==> src/rtl/mult_div_unit_pkg.sv <==
// rtl/mult_div_unit_pkg.sv - shared constants, state encoding and func decode for the multiply/divide unit
// Purpose: WIDTH, EX_func codes for MULT/MULTU/DIV/DIVU, MDU state encoding.
// Ports: none (package).
`timescale 1ns/1ps
package mult_div_unit_pkg;

    localparam int WIDTH = 32;
    localparam int CNT_W = $clog2(WIDTH);

    localparam logic [5:0] FUNC_MULT  = 6'h18;
    localparam logic [5:0] FUNC_MULTU = 6'h19;
    localparam logic [5:0] FUNC_DIV   = 6'h1A;
    localparam logic [5:0] FUNC_DIVU  = 6'h1B;

    typedef enum logic [1:0] {
        IDLE = 2'd0,
        CALC = 2'd1,
        FIX  = 2'd2,
        DONE = 2'd3
    } mdu_state_t;

    function automatic logic func_is_signed(input logic [5:0] f);
        return (f == FUNC_MULT) || (f == FUNC_DIV);
    endfunction

    function automatic logic func_is_div(input logic [5:0] f);
        return (f == FUNC_DIV) || (f == FUNC_DIVU);
    endfunction

endpackage

==> src/rtl/mult_div_unit_if.sv <==
// rtl/mult_div_unit_if.sv - EX-stage request/result bundle between pipeline and multiply/divide unit
// Purpose: groups the request (start/func/operands/flush) and response (stall/done/result).
// Ports (signals): start, func[5:0], busA/busB[WIDTH-1:0], flush -> unit;
//                  stall, done, EX_MULT_result[2*WIDTH-1:0] <- unit.
`timescale 1ns/1ps
interface mult_div_unit_if;
    import mult_div_unit_pkg::*;

    logic                 start;
    logic [5:0]           func;
    logic [WIDTH-1:0]     busA;
    logic [WIDTH-1:0]     busB;
    logic                 flush;
    logic                 stall;
    logic                 done;
    logic [2*WIDTH-1:0]   EX_MULT_result;

    modport master (
        output start, func, busA, busB, flush,
        input  stall, done, EX_MULT_result
    );

    modport slave (
        input  start, func, busA, busB, flush,
        output stall, done, EX_MULT_result
    );

endinterface

==> src/rtl/mult_div_unit.sv <==
// rtl/mult_div_unit.sv - iterative radix-2 MULT/MULTU/DIV/DIVU unit for the EX stage
// Purpose: 34-cycle shift-add multiply / restoring divide on operand magnitudes,
//          sign fix-up at the end, stalls the front of the pipeline while busy.
// Ports: clk   - pipeline clock, state updates on the falling edge
//        rst_n - asynchronous active-low reset
//        mdu   - slave side of mult_div_unit_if (start/func/busA/busB/flush in,
//                stall/done/EX_MULT_result out)
`timescale 1ns/1ps
module mult_div_unit
    import mult_div_unit_pkg::*;
(
    input  logic           clk,
    input  logic           rst_n,
    mult_div_unit_if.slave mdu
);

    mdu_state_t          r_state;
    mdu_state_t          w_next_state;

    logic [WIDTH-1:0]    r_a;           // dividend / multiplicand magnitude
    logic [WIDTH-1:0]    r_b;           // divisor / multiplier magnitude
    logic [2*WIDTH-1:0]  r_acc;         // product, or {partial remainder, quotient}
    logic [CNT_W-1:0]    r_count;
    logic                r_is_div;
    logic                r_neg_res;     // product / quotient must be negated
    logic                r_neg_a;       // remainder takes the dividend sign
    logic                r_div0;
    logic [2*WIDTH-1:0]  r_result;

    logic                w_signed;
    logic                w_is_div;
    logic                w_div0;
    logic                w_accept;
    logic [WIDTH-1:0]    w_abs_a;
    logic [WIDTH-1:0]    w_abs_b;
    logic [WIDTH:0]      w_rem_sh;
    logic [WIDTH:0]      w_rem_sub;
    logic [2*WIDTH-1:0]  w_acc_step;
    logic [WIDTH-1:0]    w_quo;
    logic [WIDTH-1:0]    w_rem;
    logic [2*WIDTH-1:0]  w_fixed;

    assign w_signed = func_is_signed(mdu.func);
    assign w_is_div = func_is_div(mdu.func);
    assign w_div0   = w_is_div && (mdu.busB == '0);
    assign w_accept = (r_state == IDLE) && mdu.start && !mdu.flush;

    // Negating 0x80000000 yields 0x80000000, which read unsigned is exactly 2^31.
    assign w_abs_a = (w_signed && mdu.busA[WIDTH-1]) ? -mdu.busA : mdu.busA;
    assign w_abs_b = (w_signed && mdu.busB[WIDTH-1]) ? -mdu.busB : mdu.busB;

    always_ff @(negedge clk or negedge rst_n) begin
        if (!rst_n) begin
            r_state <= IDLE;
        end else begin
            r_state <= w_next_state;
        end
    end

    always_comb begin
        w_next_state = r_state;
        if (mdu.flush) begin
            w_next_state = IDLE;
        end else begin
            case (r_state)
                IDLE:    if (mdu.start) w_next_state = w_div0 ? FIX : CALC;
                CALC:    if (r_count == '0) w_next_state = FIX;
                FIX:     w_next_state = DONE;
                // The stalled instruction still presents start here; never retrigger.
                DONE:    w_next_state = IDLE;
                default: w_next_state = IDLE;
            endcase
        end
    end

    // One radix-2 step, MSB first, indexed by the down-counter.
    always_comb begin
        w_rem_sh   = {r_acc[2*WIDTH-1:WIDTH], r_a[r_count]};
        w_rem_sub  = w_rem_sh - {1'b0, r_b};
        w_acc_step = r_acc;
        if (r_is_div) begin
            // Borrow bit clear means the shifted remainder covered the divisor.
            if (!w_rem_sub[WIDTH]) begin
                w_acc_step = {w_rem_sub[WIDTH-1:0], r_acc[WIDTH-2:0], 1'b1};
            end else begin
                w_acc_step = {w_rem_sh[WIDTH-1:0], r_acc[WIDTH-2:0], 1'b0};
            end
        end else begin
            w_acc_step = {r_acc[2*WIDTH-2:0], 1'b0}
                       + (r_b[r_count] ? {{WIDTH{1'b0}}, r_a} : {2*WIDTH{1'b0}});
        end
    end

    always_comb begin
        w_quo   = r_acc[WIDTH-1:0];
        w_rem   = r_acc[2*WIDTH-1:WIDTH];
        w_fixed = r_acc;
        if (r_div0) begin
            // Restoring the dividend sign on |busA| gives back busA unchanged.
            w_fixed = {(r_neg_a ? -r_a : r_a), {WIDTH{1'b1}}};
        end else if (r_is_div) begin
            w_fixed = {(r_neg_a ? -w_rem : w_rem), (r_neg_res ? -w_quo : w_quo)};
        end else begin
            w_fixed = r_neg_res ? -r_acc : r_acc;
        end
    end

    always_ff @(negedge clk or negedge rst_n) begin
        if (!rst_n) begin
            r_a       <= '0;
            r_b       <= '0;
            r_acc     <= '0;
            r_count   <= '0;
            r_is_div  <= 1'b0;
            r_neg_res <= 1'b0;
            r_neg_a   <= 1'b0;
            r_div0    <= 1'b0;
            r_result  <= '0;
        end else if (!mdu.flush) begin
            case (r_state)
                IDLE: begin
                    if (w_accept) begin
                        r_a       <= w_abs_a;
                        r_b       <= w_abs_b;
                        r_acc     <= '0;
                        r_count   <= CNT_W'(WIDTH - 1);
                        r_is_div  <= w_is_div;
                        r_neg_res <= w_signed && (mdu.busA[WIDTH-1] ^ mdu.busB[WIDTH-1]);
                        r_neg_a   <= w_signed && mdu.busA[WIDTH-1];
                        r_div0    <= w_div0;
                    end
                end
                CALC: begin
                    r_acc   <= w_acc_step;
                    r_count <= r_count - 1'b1;
                end
                FIX: begin
                    r_result <= w_fixed;
                end
                default: ;
            endcase
        end
    end

    // Stall is held low during reset and in the cycle a flush is seen.
    assign mdu.stall = rst_n && !mdu.flush &&
                       (((r_state == IDLE) && mdu.start) || (r_state == CALC) || (r_state == FIX));
    assign mdu.done           = (r_state == DONE) && !mdu.flush;
    assign mdu.EX_MULT_result = r_result;

endmodule

==> src/flat_wrapper.sv <==
// flat-port wrapper written by rule: the top's interface ports become plain ports
module mult_div_unit_flat import mult_div_unit_pkg::*;
  (clk, rst_n, mdu_start, mdu_func, mdu_busA, mdu_busB, mdu_flush, mdu_stall, mdu_done, mdu_EX_MULT_result);
  mult_div_unit_if mdu_i ();
  input  logic clk;
  input  logic rst_n;
  input wire logic [$bits(mdu_i.start)-1:0] mdu_start;
  input wire logic [$bits(mdu_i.func)-1:0] mdu_func;
  input wire logic [$bits(mdu_i.busA)-1:0] mdu_busA;
  input wire logic [$bits(mdu_i.busB)-1:0] mdu_busB;
  input wire logic [$bits(mdu_i.flush)-1:0] mdu_flush;
  output wire logic [$bits(mdu_i.stall)-1:0] mdu_stall;
  output wire logic [$bits(mdu_i.done)-1:0] mdu_done;
  output wire logic [$bits(mdu_i.EX_MULT_result)-1:0] mdu_EX_MULT_result;
  assign mdu_i.start = mdu_start;
  assign mdu_i.func = mdu_func;
  assign mdu_i.busA = mdu_busA;
  assign mdu_i.busB = mdu_busB;
  assign mdu_i.flush = mdu_flush;
  assign mdu_stall = mdu_i.stall;
  assign mdu_done = mdu_i.done;
  assign mdu_EX_MULT_result = mdu_i.EX_MULT_result;
  mult_div_unit u_core (.clk(clk), .rst_n(rst_n), .mdu(mdu_i));
endmodule
==> config.mk <==
export PLATFORM = sky130hd
export DESIGN_NAME = mult_div_unit_flat
export DESIGN_NICKNAME = d
export VERILOG_FILES = /design/src/rtl/mult_div_unit_pkg.sv /design/src/rtl/mult_div_unit_if.sv /design/src/rtl/mult_div_unit.sv /design/src/flat_wrapper.sv
export SDC_FILE = /design/constraint.sdc
export NUM_CORES = 1
export LEC_CHECK = 0
export ABC_AREA = 0
export CORE_MARGIN = 2
export CORE_UTILIZATION = 35
export DETAILED_ROUTE_END_ITERATION = 6
export PLACE_DENSITY = 0.64
export REMOVE_ABC_BUFFERS = 1
export SETUP_SLACK_MARGIN = 0.05
export SLEW_MARGIN = 15
export SYNTH_ARGS = -nofsm -noshare
export SYNTH_HDL_FRONTEND = slang
export SYNTH_SLANG_ARGS = --single-unit
==> constraint.sdc <==
create_clock -name clk -period 8.9 [get_ports clk]
set_input_delay 2.67 -clock clk [delete_from_list [all_inputs] [get_ports clk]]
set_output_delay 2.67 -clock clk [all_outputs]
set_load 0.01 [all_outputs]
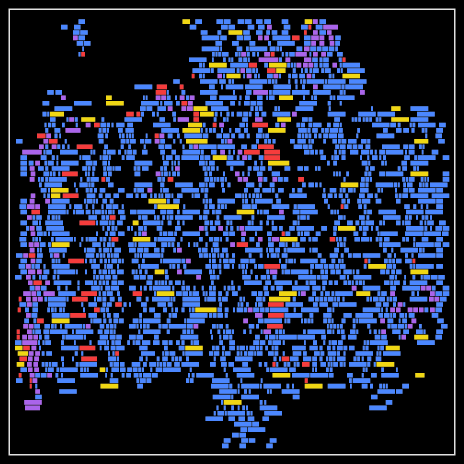
*Cell sizes after repair, run 1*
(2 px per um)
legend:
  yellow:
    size: _6 and larger
    cells: 59
    most_used: clkbuf_16
  blue:
    size: _0 and _1 cells
    cells: 1985
    most_used: nand2_1
  purple:
    size: _3 and _4 cells
    cells: 167
    most_used: buf_4
  red:
    size: _2 cells
    cells: 73
    most_used: mux4_2
synthesis-to-finish area growth: 24.8%
finished layout cell area: 20800 um^2
setup slack after layout: 0.0237 ns

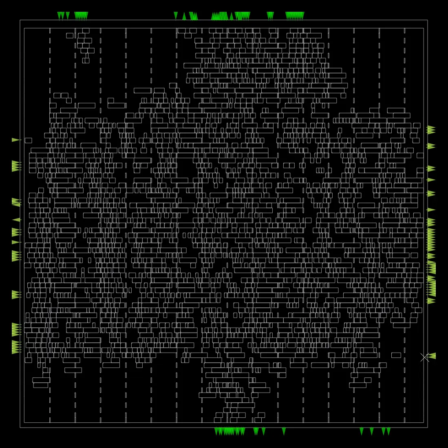
*Cell placement, run 1*
post-route non-filler standard cell count: 2891
flip-flop and latch share of the layout cell area: 24.5%
floorplan row count: 79
filler cell count in the final layout: 4610
Core ar.: 46800 um^2

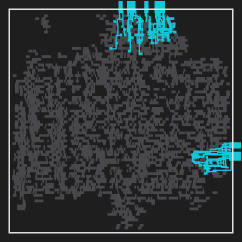
*I/O nets highlighted, run 1*
(1 px per um)
legend:
  cyan:
    port: mdu_busA
    bits: 32
    direction: input
    edge: 22 top, 10 right
    end_cells: 68
    wire: 1410 um
number of top-level pins: 140
count of input and output buffers: 139

==> summary.rpt, run 1 <==
==== FLOW RESULTS ====
----------------------------------------------------
[Final timing]
  Transition at the pin with the smallest max-transition slack ........................ 1.13 ns
  Number of failing setup endpoints in the final timing report ........................ 0
  Setup repair after global routing missed its margin ........................ yes
  Hold Worst Slack ........................ 0.428 ns
  Number of hold violations in the final report ........................ 0
  Final count of pins violating max slew ........................ 0
  Max Clock Skew ........................ 0.0145 ns
  Remaining max-slew budget at the tightest pin ........................ 24.8%
  Final-layout setup total negative slack ........................ 0 ns

[CTS]
  Number of levels the H-tree was split into ........................ 1
  CTS Root Buffer Type ........................ sky130_fd_sc_hd__clkbuf_16
  Register clock-pin slew on the reported worst setup and hold paths ........................ 0.04 ns
  Clk Latency, worst-skew pair ........................ 0.56 ns
  Sinks on the clock net ........................ 203
  CTS tree ........................ done
  Cts bufs inserted ........................ 27
  Clock buffer depth ........................ 3
  Total of hold buffers inserted after clock tree synthesis ........................ 0

[Pwr]
  Leading power group ........................ combinational logic
  Power dissipated in combinational cells ........................ 3.15 mW
  Leak pwr ........................ 9.07 nW
  Power share of the sequential group ........................ 28.9%
  Switching power summed over all nets ........................ 2.78 mW
  Sequential-cell power consumption ........................ 1.76 mW
  Clock network power ........................ 1.19 mW
  Maximum VDD drop ........................ 0.140 mV
  Int Power ........................ 3.32 mW
  Ratio of total power to cell area ........................ 294 nW/um^2
  Fraction of power spent switching nets ........................ 45.6%
  Comb pwr share ........................ 51.7%
  Post-layout power ........................ 6.10 mW
  Clock share of power ........................ 19.5%

[Run status]
  Violated checks ........................ design-rule violations
  Result of the run ........................ finished with violations

[Finish]
  Multi-input logic portion of the cell area ........................ 52.8%
  Number of antenna repair diodes ........................ 0
  Highest-count cells in the layout ignoring fill and taps ........................ sky130_fd_sc_hd__nand2_1, sky130_fd_sc_hd__o21ai_0, sky130_fd_sc_hd__dfrtn_1, sky130_fd_sc_hd__a21oi_1, sky130_fd_sc_hd__nor2_1
  Non-Clock Buffer Count ........................ 295
  Nets ........................ 2414
  Leading cell type in the layout, fill and taps excluded ........................ sky130_fd_sc_hd__nand2_1
  Final cell utilization of the core ........................ 44.4%
  Final-layout clock-cell area share ........................ 4.63%
  Top class by area ........................ multi-input combinational cells
  Data buffer area share ........................ 13.1%
  Multi-input gates ........................ 1659
  Non-clock inverter count ........................ 77
  Total area of sequential cells ........................ 5080 um^2
  Fraction of final layout cells sized beyond drive strength 1 ........................ 13.1%
  Number of clock-tree buffers in the layout ........................ 34
  Comb gate area ........................ 11000 um^2
  Sequential cell count ........................ 203

[Synth]
  Most used standard cells in the synthesized netlist ........................ sky130_fd_sc_hd__nand2_1, sky130_fd_sc_hd__o21ai_0, sky130_fd_sc_hd__dfrtn_1, sky130_fd_sc_hd__a21oi_1, sky130_fd_sc_hd__nor2_1
  Most frequently used flop master after synthesis ........................ sky130_fd_sc_hd__dfrtn_1
  Yosys warning count ........................ 0
  Post-synth design cell area ........................ 16600 um^2
  Synthesized-area fraction occupied by and/or/nand/nor cells ........................ 19.8%
  Mean instance size in the synthesized netlist ........................ 7.98 um^2
  Portion of netlist area occupied by mux cells ........................ 4.62%
  Number of enable-type register cells in the synthesized netlist ........................ 0
  Area share of the largest cell type after synthesis ........................ 30.5%
  Yosys synthesis chip area ........................ 16600 um^2
  Cell type with the highest aggregate area in the netlist ........................ sky130_fd_sc_hd__dfrtn_1
  Number of standard cells reported by yosys ........................ 2085
  Adder Share, Synth ........................ 5.88%
  Top cells by area ........................ sky130_fd_sc_hd__dfrtn_1, sky130_fd_sc_hd__o21ai_0, sky130_fd_sc_hd__xor2_1
  Main combinational cell family by area after synthesis ........................ AND-OR/OR-AND gates
  Cells after Synth ........................ 2085
  XOR/XNOR share of the synthesized area ........................ 11.9%
  Share of synthesized area occupied by flip-flops and latches ........................ 30.5%
  Flops after synth ........................ 203
  Most common cell in the synthesized netlist ........................ sky130_fd_sc_hd__nand2_1
  Number of distinct library cell variants in the gate-level netlist after synthesis ........................ 75
  Post-synthesis share of cell area spent on and-or and or-and gates ........................ 22.2%
  Ys async rst share ........................ 100%

[Floorplan]
  Chip Width ........................ 222 um
  Die H ........................ 222 um
  Overall chip area ........................ 49300 um^2
  Fp_density ........................ 35.6%
  Number of well taps ........................ 607

[Critical path]
  Critical path required time ........................ 4.84 ns
  Number of cells on the critical path ........................ 10
  Crit-path leading delay family ........................ simple AND/OR/NAND/NOR gates
  End point of the critical path ........................ u_core.r_b[26]$_DFFE_NN0P_
  Worst-path cell with the longest stage delay ........................ sky130_fd_sc_hd__or3_4
  Worst Path Buf+Inv ........................ 1
  Critical path class ........................ in2reg
  Endpoint class of the critical path ........................ flop
  Startpoint of the most critical register-to-register path ........................ u_core.r_count[0]$_DFFE_NN0P_
  RR Endpoint ........................ u_core.r_acc[43]$_DFFE_NN0P_
  Startpoint type of the worst setup path ........................ primary input
  CP most frequent cell ........................ sky130_fd_sc_hd__or3_4
  Data arrival time at the worst-slack endpoint ........................ 4.82 ns
  Number of cell instances on the worst register-to-register path ........................ 17
  R2R Setup Slk ........................ 1.80 ns
  First element of the critical path ........................ mdu_busB[5]
  Maximum net fanout on the critical path ........................ 5
  Critical-path cell list ........................ buf_8, nor4_4, nand3_2, or3_4, nor3_4, nand2_1, or3_4, o41ai_4, xor2_1, o21ai_1
  Delay of the slowest cell on the worst path ........................ 0.40 ns

[Hold path]
  Endpoint of the worst hold-timing path ........................ u_core.mdu.EX_MULT_result[45]$_DFFE_NN0P_
  Instance count along the most critical hold path ........................ 2
  Hold path startpoint ........................ u_core.mdu.EX_MULT_result[45]$_DFFE_NN0P_
  Hold Crit Class ........................ reg2reg

[GRT]
  GR Util met2 ........................ 37.9%
  Number of antenna violations at the first check in global routing ........................ 0
  First-pass GRT wire length ........................ 87100 um
  Vias in the first global route ........................ 15800
  Largest net degree at the start of global routing ........................ 65
  Global-route track usage on met3 ........................ 2.37%
  Met1 usage ........................ 28.1%
  Tot GR Track Use ........................ 21.9%
  Layer with the highest usage ........................ met2
  GRT overflow ........................ 0

[Detailed routing]
  Detailed router's first-iteration violation count ........................ 1443
  Antenna Nets Post-Route ........................ 0
  Routed via count ........................ 16100
  Drt via density ........................ 5.57
  Number of iterations in the first detailed-routing pass ........................ 7
  Wire length on met2 ........................ 26400 um
  DRC violation count after routing ........................ 1
  Routed wirelength normalized by instance count ........................ 19.0 um
  Met1 routed wirelength after detailed routing ........................ 23500 um
  Detailed-route wire length ........................ 55000 um
  Met3 layer wire length in the routed design ........................ 2980 um
  DR top layer ........................ met4

[Job]
  Max cap viols ........................ 0
  OpenROAD warnings ........................ 32

[Placement]
  Post-placement cell area ........................ 19500 um^2
  Half-perimeter wire length after detailed placement ........................ 41800 um
  Worst slack at placement ........................ -1.37 ns
  RD Place Congestion ........................ 0.916
  Inst Count DP ........................ 2830

----------------------------------------------------
## run 1: repair_timing
item / CTS / global route
pin swaps: 19 / 11
buffers inserted: 7 / 4
endpoints found under the setup margin: 30 / 20
gates resized: 103 / 17
endpoints found under the hold margin: 0 / 0
## run 1: registers in the layout, indices dropped and copies added (netlist names)
| register | flops |
|---|---|
| u_core.r_neg_res | 1 |
| u_core.r_div0 | 1 |
| u_core.r_acc | 64 |
| u_core.r_is_div | 1 |
| u_core.r_count | 5 |
| u_core.r_b | 32 |
| u_core.r_neg_a | 1 |
| u_core.r_state | 2 |
| u_core.mdu.EX_MULT_result | 64 |
| u_core.r_a | 32 |
==> run 2: changes to the inputs <==
- CORE_UTILIZATION: 35 -> 60
- PLACE_DENSITY: 0.64 -> 0.93
- TNS_END_PERCENT: default -> 50
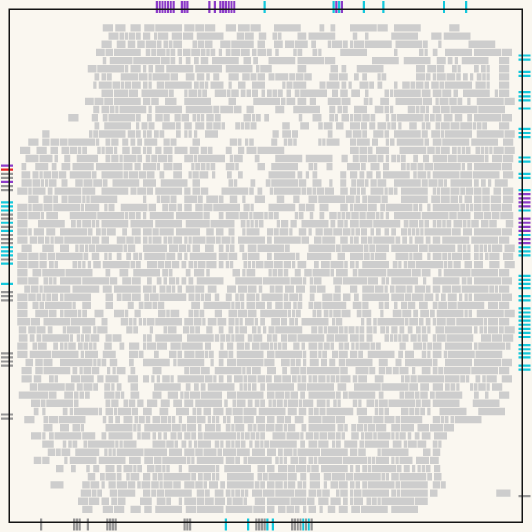
*Pin map, run 2*
(3 px per um) Pins as bars across the die edge, other pins in grey.
legend:
  purple:
    port: mdu_busA
    pins: 32
    direction: input
    edge: 20 top, 10 right, 2 left
  cyan:
    port: mdu_EX_MULT_result
    pins: 64
    direction: output
    edge: 41 right, 10 left, 7 top, 6 bottom
  red:
    port: mdu_done
    pins: 1
    direction: output
    edge: left

==> run 2 against run 1 <==
Effect of this change: the run ends with negative setup slack left; highest routed layer unchanged; utilization up 31 points; combinational power up 2%; clock skew shrank 0.0078 ns; wire length increased by 2.4%; hold slack got worse by 0.0064 ns; sequential share of layout area grew 0.45 points; via count grew 8.2%; die size down 41%; clock power down about 10%; cell area down 1.8%; critical path depth up 1; critical endpoint is now u_core.r_state[0]$_DFFE_NN0P_.
==> summary.rpt, run 2 <==
==== FLOW RESULTS ====
----------------------------------------------------
[GRT]
  Global-route track usage on met3 ........................ 8.54%
  Met1 usage ........................ 51.0%
  First-pass GRT wire length ........................ 88100 um

[Floorplan]
  Core ar. ........................ 27100 um^2
  Chip Width ........................ 171 um
  Fp_density ........................ 61.4%
  Floorplan row count ........................ 60
  Overall chip area ........................ 29100 um^2

[Finish]
  Final cell utilization of the core ........................ 75.2%
  Sequential cell count ........................ 203
  Number of clock-tree buffers in the layout ........................ 30
  Non-clock inverter count ........................ 77
  Total area of sequential cells ........................ 5080 um^2
  Nets ........................ 2411
  Leading cell type in the layout, fill and taps excluded ........................ sky130_fd_sc_hd__nand2_1
  Post-route non-filler standard cell count ........................ 2650
  Final-layout clock-cell area share ........................ 4.04%
  Non-Clock Buffer Count ........................ 296
  Synthesis-to-finish area growth ........................ 22.5%
  Top class by area ........................ multi-input combinational cells
  Filler cell count in the final layout ........................ 1827
  Finished layout cell area ........................ 20400 um^2
  Flip-flop and latch share of the layout cell area ........................ 24.9%

[Detailed routing]
  Drt via density ........................ 6.57
  Routed wirelength normalized by instance count ........................ 21.2 um
  Met1 routed wirelength after detailed routing ........................ 21900 um
  Detailed router's first-iteration violation count ........................ 2656
  DRC violation count after routing ........................ 0
  Antenna Nets Post-Route ........................ 0

[Final timing]
  Final count of pins violating max slew ........................ 0
  Max Clock Skew ........................ 0.00672 ns
  Setup repair after global routing missed its margin ........................ yes
  Number of failing setup endpoints in the final timing report ........................ 2
  Number of hold violations in the final report ........................ 0
  Setup slack after layout ........................ -0.0173 ns
  Final-layout setup total negative slack ........................ -0.0334 ns

[Hold path]
  Hold Crit Class ........................ reg2reg
  Endpoint of the worst hold-timing path ........................ u_core.mdu.EX_MULT_result[32]$_DFFE_NN0P_
  Hold path startpoint ........................ u_core.mdu.EX_MULT_result[32]$_DFFE_NN0P_
  Instance count along the most critical hold path ........................ 2

[Synth]
  Yosys synthesis chip area ........................ 16600 um^2
  Most common cell in the synthesized netlist ........................ sky130_fd_sc_hd__nand2_1
  Flops after synth ........................ 203
  Mean instance size in the synthesized netlist ........................ 7.98 um^2
  Post-synth design cell area ........................ 16600 um^2
  Most frequently used flop master after synthesis ........................ sky130_fd_sc_hd__dfrtn_1
  Number of enable-type register cells in the synthesized netlist ........................ 0
  Top cells by area ........................ sky130_fd_sc_hd__dfrtn_1, sky130_fd_sc_hd__o21ai_0, sky130_fd_sc_hd__xor2_1
  Cell type with the highest aggregate area in the netlist ........................ sky130_fd_sc_hd__dfrtn_1
  Share of synthesized area occupied by flip-flops and latches ........................ 30.5%

[CTS]
  Cts bufs inserted ........................ 23
  Total of hold buffers inserted after clock tree synthesis ........................ 0
  Clk Latency, worst-skew pair ........................ 0.53 ns
  Clock buffer depth ........................ 3
  Register clock-pin slew on the reported worst setup and hold paths ........................ 0.05 ns
  Sinks on the clock net ........................ 203

[Critical path]
  Data arrival time at the worst-slack endpoint ........................ 4.85 ns
  Worst Path Buf+Inv ........................ 2
  First element of the critical path ........................ mdu_busB[3]
  Critical path required time ........................ 4.83 ns
  Delay of the slowest cell on the worst path ........................ 0.43 ns
  Critical path class ........................ in2reg
  Critical-path cell list ........................ buf_8, nor4_4, nand3_4, or3_4, nor3_4, nand2_2, or3_4, nor4_4, buf_4, nand2_4, a22o_1
  Maximum net fanout on the critical path ........................ 5
  Startpoint of the most critical register-to-register path ........................ u_core.r_count[1]$_DFFE_NN0P_
  End point of the critical path ........................ u_core.r_state[0]$_DFFE_NN0P_
  Worst-path cell with the longest stage delay ........................ sky130_fd_sc_hd__or3_4
  Number of cells on the critical path ........................ 11
  Crit-path leading delay family ........................ simple AND/OR/NAND/NOR gates

[Job]
  OpenROAD warnings ........................ 32
  Max cap viols ........................ 0

[Placement]
  Count of input and output buffers ........................ 139
  Worst slack at placement ........................ -1.40 ns

[Pwr]
  Post-layout power ........................ 6.04 mW
  Maximum VDD drop ........................ 0.221 mV
  Leak pwr ........................ 9.01 nW

[Run status]
  Violated checks ........................ negative setup slack
  Result of the run ........................ finished with violations

----------------------------------------------------
[run 2: cell counts after synthesis]
Identical to the previous run, type by type.
[run 2: kinds of logic after synthesis]
group | after synthesis | share of synthesized area (%)
AOI/OAI and AO/OA | 608 | 22.2
xor gates and xnor gates | 226 | 11.9
adders and majority gates | 77 | 5.88
buffers and inverters | 223 | 5.06
DFF | 203 | 30.5
muxes | 51 | 4.62
and+or+nand+nor | 697 | 19.8
[run 2: repair_timing]
item | in CTS | in global routing
endpoints found under the setup margin | 31 | 28
resized | 94 | 43
pin swaps | 19 | 20
setup buffers | 6 | 7
[run 2: report_power, final]
group          leakage, nW  internal, mW  total [mW]  switching (mW)
clock network        0.399         0.633        1.05           0.420
logic                 5.96          1.33        3.20            1.87
registers             2.65          1.26        1.79           0.535
total                 9.01          3.22        6.04            2.82
==> run 3: changes to the inputs <==
- CORE_MARGIN: 2 -> 10
- CORE_UTILIZATION: 60 -> 50
- PLACE_DENSITY: 0.93 -> 0.81
- SETUP_SLACK_MARGIN: 0.05 -> default
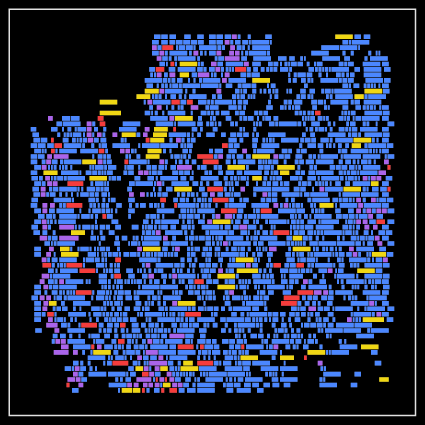
*Cell sizes after repair, run 3*
(2 px per um)
legend:
  red:
    size: _2 cells
    cells: 63
    most_used: mux4_2
  yellow:
    size: _6 and larger
    cells: 60
    most_used: clkbuf_16
  purple:
    size: _3 and _4 cells
    cells: 165
    most_used: buf_4
  blue:
    size: _0 and _1 cells
    cells: 1989
    most_used: nand2_1
finished layout cell area: 20500 um^2
setup slack after layout: -0.110 ns

==> run 3 against run 2 <==
Effect of this change: the run still ends with negative setup slack left; utilization fell by 12 points; cell area rose by 0.63%; sequential cell count did not move; via count fell by 3.7%; sequential share of layout area fell by 0.15 points; global-route usage fell by 12 points; synthesized area did not move; die size rose by 41%; combinational power barely moved; power rose by 0.74%.
==> summary.rpt, run 3 <==
==== FLOW RESULTS ====
----------------------------------------------------
[Synth]
  Share of synthesized area occupied by flip-flops and latches ........................ 30.5%
  Most frequently used flop master after synthesis ........................ sky130_fd_sc_hd__dfrtn_1
  Number of standard cells reported by yosys ........................ 2085
  Portion of netlist area occupied by mux cells ........................ 4.62%
  Area share of the largest cell type after synthesis ........................ 30.5%
  Flops after synth ........................ 203
  Most common cell in the synthesized netlist ........................ sky130_fd_sc_hd__nand2_1
  Adder Share, Synth ........................ 5.88%
  Ys async rst share ........................ 100%
  Number of enable-type register cells in the synthesized netlist ........................ 0
  Post-synthesis share of cell area spent on and-or and or-and gates ........................ 22.2%
  Top cells by area ........................ sky130_fd_sc_hd__dfrtn_1, sky130_fd_sc_hd__o21ai_0, sky130_fd_sc_hd__xor2_1
  Number of distinct library cell variants in the gate-level netlist after synthesis ........................ 75
  Main combinational cell family by area after synthesis ........................ AND-OR/OR-AND gates
  Yosys synthesis chip area ........................ 16600 um^2
  Mean instance size in the synthesized netlist ........................ 7.98 um^2
  Yosys warning count ........................ 0

[Floorplan]
  Chip Width ........................ 202 um
  Fp_density ........................ 50.9%
  Floorplan row count ........................ 66
  Core ar. ........................ 32700 um^2
  Overall chip area ........................ 41000 um^2
  Number of top-level pins ........................ 140
  Die H ........................ 202 um

[Detailed routing]
  Detailed-route wire length ........................ 55400 um
  Wire length on met2 ........................ 25500 um
  DR top layer ........................ met5
  Antenna Nets Post-Route ........................ 0
  Routed via count ........................ 16800
  Routed wirelength normalized by instance count ........................ 20.4 um
  Met1 routed wirelength after detailed routing ........................ 22300 um
  Drt via density ........................ 6.17
  DRC violation count after routing ........................ 0
  Detailed router's first-iteration violation count ........................ 2142

[GRT]
  Tot GR Track Use ........................ 26.1%
  First-pass GRT wire length ........................ 88200 um
  GRT overflow ........................ 0
  Layer with the highest usage ........................ met2
  Largest net degree at the start of global routing ........................ 68
  Met1 usage ........................ 33.4%
  Vias in the first global route ........................ 16200
  GR Util met2 ........................ 42.9%
  Number of antenna violations at the first check in global routing ........................ 1

[Hold path]
  Instance count along the most critical hold path ........................ 2
  Hold path startpoint ........................ u_core.mdu.EX_MULT_result[42]$_DFFE_NN0P_
  Endpoint of the worst hold-timing path ........................ u_core.mdu.EX_MULT_result[42]$_DFFE_NN0P_
  Hold Crit Class ........................ reg2reg

[Critical path]
  Crit-path leading delay family ........................ simple AND/OR/NAND/NOR gates
  Number of cell instances on the worst register-to-register path ........................ 15
  Data arrival time at the worst-slack endpoint ........................ 4.94 ns
  Startpoint of the most critical register-to-register path ........................ u_core.r_count[0]$_DFFE_NN0P_
  Startpoint type of the worst setup path ........................ primary input
  Critical path required time ........................ 4.83 ns
  Delay of the slowest cell on the worst path ........................ 0.42 ns
  Endpoint class of the critical path ........................ flop
  R2R Setup Slk ........................ 1.69 ns
  RR Endpoint ........................ u_core.r_acc[54]$_DFFE_NN0P_
  Maximum net fanout on the critical path ........................ 3
  Number of cells on the critical path ........................ 11
  End point of the critical path ........................ u_core.r_b[28]$_DFFE_NN0P_
  First element of the critical path ........................ mdu_busB[11]
  CP most frequent cell ........................ sky130_fd_sc_hd__or3_4

[Finish]
  Highest-count cells in the layout ignoring fill and taps ........................ sky130_fd_sc_hd__nand2_1, sky130_fd_sc_hd__o21ai_0, sky130_fd_sc_hd__dfrtn_1, sky130_fd_sc_hd__a21oi_1, sky130_fd_sc_hd__nor2_1
  Total area of sequential cells ........................ 5080 um^2
  Synthesis-to-finish area growth ........................ 23.3%
  Fraction of final layout cells sized beyond drive strength 1 ........................ 12.6%
  Filler cell count in the final layout ........................ 2718
  Nets ........................ 2408
  Comb gate area ........................ 11000 um^2
  Post-route non-filler standard cell count ........................ 2720
  Final cell utilization of the core ........................ 62.7%

[Placement]
  RD Place Congestion ........................ 0.996
  Half-perimeter wire length after detailed placement ........................ 41800 um
  Post-placement cell area ........................ 19300 um^2

[Final timing]
  Setup slack after layout ........................ -0.110 ns
  Final count of pins violating max slew ........................ 0
  Number of failing setup endpoints in the final timing report ........................ 2
  Hold Worst Slack ........................ 0.427 ns
  Final-layout setup total negative slack ........................ -0.179 ns
  Number of hold violations in the final report ........................ 0
  Max Clock Skew ........................ 0.0100 ns
  Transition at the pin with the smallest max-transition slack ........................ 1.17 ns
  Remaining max-slew budget at the tightest pin ........................ 20.6%

[CTS]
  Clock buffer depth ........................ 3
  Total of hold buffers inserted after clock tree synthesis ........................ 0
  Cts bufs inserted ........................ 26
  Post-cts resize count ........................ 95
  CTS tree ........................ done
  Clk Latency, worst-skew pair ........................ 0.54 ns
  Register clock-pin slew on the reported worst setup and hold paths ........................ 0.05 ns
  Sinks on the clock net ........................ 203
  Number of levels the H-tree was split into ........................ 1
  Buffers inserted by post-CTS timing repair ........................ 5
  CTS Root Buffer Type ........................ sky130_fd_sc_hd__clkbuf_16

[Pwr]
  Post-layout power ........................ 6.09 mW
  Ratio of total power to cell area ........................ 297 nW/um^2

[Run status]
  Result of the run ........................ finished with violations
  Violated checks ........................ negative setup slack

[Job]
  OpenROAD warnings ........................ 32
  Max cap viols ........................ 0

----------------------------------------------------
run 3: netlist changes by cell type in the layout (fill, tap and decap cells not counted), moves of 3 or more:
cell	delta
sky130_fd_sc_hd__buf_4	-5
sky130_fd_sc_hd__clkbuf_16	+4
sky130_fd_sc_hd__clkbuf_8	+3
sky130_fd_sc_hd__o21ai_0	+3
run 3: where the power goes:
part           switching (mW)  internal (mW)  leakage, nW
Clock                   0.425          0.704        0.459
Combinational            1.87           1.33         5.94
Sequential              0.507           1.26         2.65
Total                    2.80           3.29         9.06
run 3: layout make-up:
type	count	share of cell area [%]
tap	442	2.70
inverter	77	1.41
clock inverter	11	0.677
multi-input combinational	1659	53.5
sequential	203	24.8
clock buffer	37	3.87
timing repair buffer	290	13.1
antenna	1	0.0122
Power figures rest on the tool's default switching activity, not on a simulated workload.
